## config.mk

```make
export PLATFORM = sky130hd
export DESIGN_NAME = port_array_rr_arbiter
export DESIGN_NICKNAME = d
export VERILOG_FILES = /design/src/rtl/port_array_rr_arbiter.sv
export SDC_FILE = /design/constraint.sdc
export NUM_CORES = 1
export LEC_CHECK = 0
export ABC_CLOCK_PERIOD_IN_PS = 2300
export CAP_MARGIN = 20
export CORE_ASPECT_RATIO = 0.8
export CORE_MARGIN = 2
export CORE_UTILIZATION = 37
export CTS_CLUSTER_DIAMETER = 80
export DETAILED_ROUTE_END_ITERATION = 10
export GPL_ROUTABILITY_DRIVEN = 0
export GPL_TIMING_DRIVEN = 1
export PLACE_DENSITY_LB_ADDON = 0.1
export SETUP_SLACK_MARGIN = 0.2
export SKIP_LAST_GASP = 1
export SLEW_MARGIN = 10
export SYNTH_ARGS = -nofsm -noshare
export SYNTH_HDL_FRONTEND = slang
export SYNTH_SLANG_ARGS = --single-unit
```

## constraint.sdc

```tcl
create_clock -name clk -period 2.3 [get_ports clk]
set_input_delay 0.23 -clock clk [delete_from_list [all_inputs] [get_ports clk]]
set_output_delay 0.23 -clock clk [all_outputs]
set_load 0.01 [all_outputs]
```

## src/rtl/port_array_rr_arbiter.sv

```systemverilog
`default_nettype none
// ============================================================================
// Module   : port_array_rr_arbiter
// Brief    : Round-robin merge of a packed val/rdy port array into one
//            pipelined, one-entry output buffer. Optional packet locking is
//            enabled by defining PORT_ARRAY_RR_ARBITER_PKT_LOCK_EN.
// Revision : 1.0 - initial release
// ============================================================================
module port_array_rr_arbiter #(
  parameter int NPORTS = 2,
  parameter int NBITS  = 32,
  localparam int PW    = (NPORTS > 1) ? $clog2(NPORTS) : 1
) (
  input  logic                          clk,
  input  logic                          reset,
  input  logic [NPORTS-1:0]             in_val,
  output logic [NPORTS-1:0]             in_rdy,
  input  logic [NPORTS-1:0][NBITS-1:0]  in_msg,
`ifdef PORT_ARRAY_RR_ARBITER_PKT_LOCK_EN
  input  logic [NPORTS-1:0]             in_last,
`endif
  output logic                          out_val,
  input  logic                          out_rdy,
  output logic [NBITS-1:0]              out_msg,
  output logic [PW-1:0]                 out_src
);

  localparam logic [PW:0]   c_nports = (PW+1)'(NPORTS);
  localparam logic [PW-1:0] c_last   = PW'(NPORTS - 1);
  localparam logic [PW-1:0] c_one    = PW'(1);

  logic                 r_out_val;
  logic [NBITS-1:0]     r_out_msg;
  logic [PW-1:0]        r_out_src;
  logic [PW-1:0]        r_ptr;

  logic                 w_acc;
  logic                 w_any;
  logic                 w_grant_val;
  logic                 w_xfer;
  logic                 w_last;
  logic [2*NPORTS-1:0]  w_dbl_val;
  logic [NPORTS-1:0]    w_rot_val;
  logic [PW-1:0]        w_off;
  logic [PW:0]          w_sum;
  logic [PW-1:0]        w_rr_grant;
  logic [PW-1:0]        w_grant;
  logic [PW-1:0]        w_ptr_nxt;

  // Pipelined buffer: it may refill in the same cycle it drains.
  assign w_acc = !r_out_val || out_rdy;

  // Rotate so that bit 0 is the port currently holding priority.
  assign w_dbl_val = {in_val, in_val} >> r_ptr;
  assign w_rot_val = w_dbl_val[NPORTS-1:0];
  assign w_any     = |in_val;

  always_comb begin
    w_off = '0;
    for (int k = NPORTS - 1; k >= 0; k--) begin
      if (w_rot_val[k]) begin
        w_off = PW'(k);
      end
    end
  end

  assign w_sum      = {1'b0, r_ptr} + {1'b0, w_off};
  assign w_rr_grant = (w_sum >= c_nports) ? PW'(w_sum - c_nports) : PW'(w_sum);

`ifdef PORT_ARRAY_RR_ARBITER_PKT_LOCK_EN
  logic          r_lock;
  logic [PW-1:0] r_lock_src;

  // A locked packet owns the output until its last beat.
  assign w_grant     = r_lock ? r_lock_src : w_rr_grant;
  assign w_grant_val = r_lock ? in_val[r_lock_src] : w_any;
  assign w_last      = in_last[w_grant];

  always_ff @(posedge clk) begin
    if (reset) begin
      r_lock     <= 1'b0;
      r_lock_src <= '0;
    end else if (w_xfer) begin
      r_lock     <= !w_last;
      r_lock_src <= w_grant;
    end
  end
`else
  assign w_grant     = w_rr_grant;
  assign w_grant_val = w_any;
  assign w_last      = 1'b1;
`endif

  assign w_xfer    = w_grant_val && w_acc && !reset;
  assign w_ptr_nxt = (w_grant == c_last) ? '0 : w_grant + c_one;

  always_comb begin
    in_rdy = '0;
    if (w_xfer) begin
      in_rdy[w_grant] = 1'b1;
    end
  end

  always_ff @(posedge clk) begin
    if (reset) begin
      r_out_val <= 1'b0;
      r_out_msg <= '0;
      r_out_src <= '0;
      r_ptr     <= '0;
    end else begin
      if (w_xfer) begin
        r_out_val <= 1'b1;
        r_out_msg <= in_msg[w_grant];
        r_out_src <= w_grant;
        if (w_last) begin
          r_ptr <= w_ptr_nxt;
        end
      end else if (r_out_val && out_rdy) begin
        r_out_val <= 1'b0;
      end
    end
  end

  assign out_val = r_out_val;
  assign out_msg = r_out_msg;
  assign out_src = r_out_src;

`ifndef SYNTHESIS
  always_ff @(posedge clk) begin
    if (!reset) begin
      assert ($onehot0(in_rdy));
      assert (r_ptr <= c_last);
    end
  end
`endif

endmodule
`default_nettype wire

```

Fig. 1: cell sizes after repair
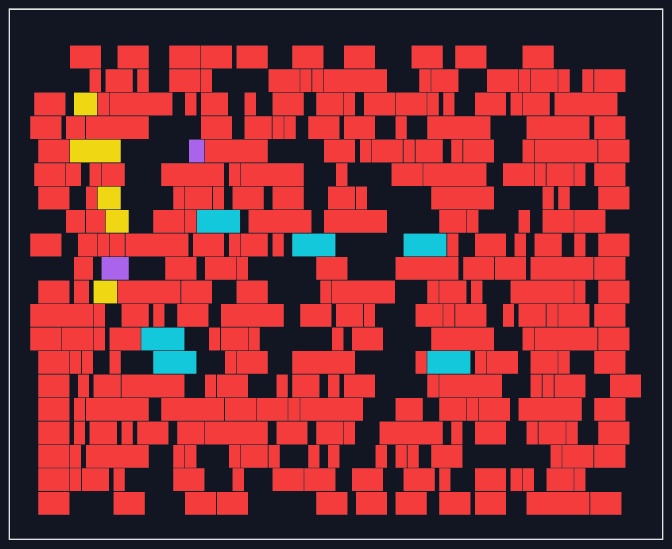
- _0 and _1 cells: red (cells 280; share 96%; most used clkdlybuf4s50_1)
- _6 and larger: cyan (cells 6; share 2.0%; most used clkbuf_8)
- _2 cells: purple (cells 2; share 0.68%)
- _3 and _4 cells: yellow (cells 5; share 1.7%; most used buf_4)

Fig. 2: routing congestion map
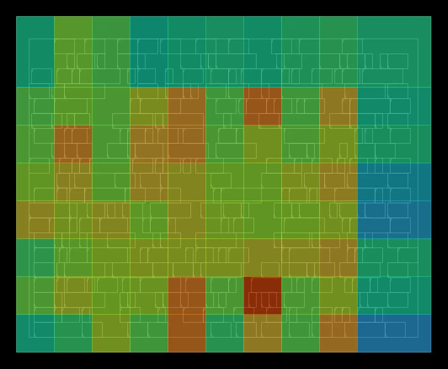
M1 GR Usage: 0.224
DR WL/cell: 12.5 µm
grt met3 use: 0.0917

==> reports/results.txt <==
Leakage = 1.01 nW
Peak VDD IR = 411 µV
Number of global-route vias before repair = 1,527
WS Path Type = in -> out
Status = finished, final reports clean
Rel. slew slack = 0.592
Fin worst setup slack = 0.286 ns
Log Warnings = 26
Die width = 75.5 µm
H-tree depth = 2
Port Buffers = 104
Chip area = 4620 µm²
Post-Synth XOR/XNOR Area = 0
Final net count = 362
Residual DRC count = 0
Synth warnings = 0
Total CTS buffers = 5
Syn Nets = 264
Simple-Gate Area Share = 0.285
Top delay family on crit path = buffers and inverters
Fig. 3: logic cells by family
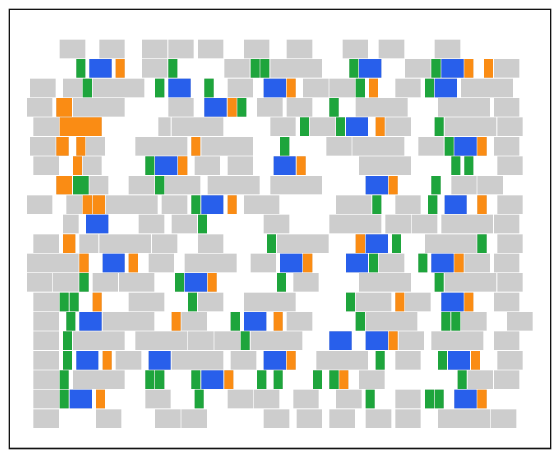
- nor cells: orange (cells 42; most used nor2_1; where widely spread)
- nand cells: green (cells 65; most used nand2_1; where widely spread)
- aoi and oai cells: blue (cells 33; most used a311oi_1; where widely spread)
most common logic cell in the routed design: clkdlybuf4s50_1
Comb area share: 0.276
Finished Layout Cells: 348

[flip-flops by register name, summed over array words and instances, names as in the netlist]
| register | cells |
|---|---|
| r_ptr | 1 |
| out_val | 1 |
| out_msg | 32 |
| out_src | 1 |
[final timing paths]
check	startpoint	end	cells past startpoint	slack, ns
worst max-delay path	in_val[1]	in_rdy[1]	5	0.29
worst min-delay path	out_msg[13]$_SDFFE_PP0P_	out_msg[13]$_SDFFE_PP0P_	2	0.50
worst max register to register	out_val$_SDFFE_PP0P_	out_msg[8]$_SDFFE_PP0P_	5	0.65
worst min register to register	out_msg[13]$_SDFFE_PP0P_	out_msg[13]$_SDFFE_PP0P_	2	0.50
[cell usage in the layout (no fill, tap or decap)]
| cell type | Yosys | layout |
|---|---|---|
| and2_1 | 2 | 2 |
| nor3_4 | 0 | 1 |
| buf_4 | 2 | 4 |
| a21oi_2 | 1 | 1 |
| dfxtp_1 | 35 | 35 |
| nor2b_1 | 2 | 2 |
| nor2_1 | 36 | 36 |
| clkbuf_8 | 0 | 6 |
| nand2b_1 | 1 | 1 |
| nor3_1 | 3 | 3 |
| a311oi_1 | 32 | 32 |
| clkinv_2 | 0 | 1 |
| nand2_1 | 64 | 64 |
| clkdlybuf4s50_1 | 0 | 104 |
| a21o_1 | 1 | 1 |
[cells in the mapped netlist]
master	instances	area, µm²
nand2_1	64	240
a21o_1	1	7.51
nor3_2	1	10.0
a21oi_2	1	8.76
clkbuf_1	3	11.3
a311oi_1	32	280
nor2_1	36	135
buf_1	1	3.75
and2_1	2	12.5
nor2b_1	2	12.5
dfxtp_1	35	701
nand2b_1	1	6.26
buf_4	2	15.0
nor3_1	3	15.0
buf_2	11	55.1
[layer usage]
layer | vias up | share of wire
li1 | 868 | -
met1 | 721 | 0.44
met2 | 58 | 0.46
met3 | 5 | 0.088
met4 | 0 | 0.0071
met5 | - | 0
[power breakdown]
part / leakage [nW] / switching, mW / total (mW) / internal, mW
combinational: 0.670 / 0.182 / 0.432 / 0.250
clock: 0.0470 / 0.202 / 0.436 / 0.235
sequential: 0.290 / 0.0244 / 0.683 / 0.659
total: 1.01 / 0.408 / 1.55 / 1.14
[worst register-to-register path: stages, from the launching register on]
cell,delay (ns)
dfxtp_1,0.31
nor2b_1,0.16
nor3_4,0.19
buf_4,0.53
nor2_1,0.11
a311oi_1,0.27
[metrics by stage]
stage	util	hold slack (ns)
after floorplan	-	0.355
after global placement	0.668	0.481
after detailed placement	0.668	0.490
after CTS	0.691	0.499
after global routing	0.691	0.505
final	0.691	0.496
[final cells by class]
class / count / share of cell area
repair buffers: 108 / 0.402
clock inverters: 1 / 0.00188
clock buffers: 6 / 0.0310
multi-input cells: 143 / 0.276
well taps: 55 / 0.0258
flip-flops and latches: 35 / 0.263
[logic make-up (layout without fill, tap and decap cells)]
kind of cell,Yosys count,count (layout)
compound gates,34,34
buf+inv,17,115
flops,35,35
simple gates,109,109
Power and IR drop assume default switching activity.
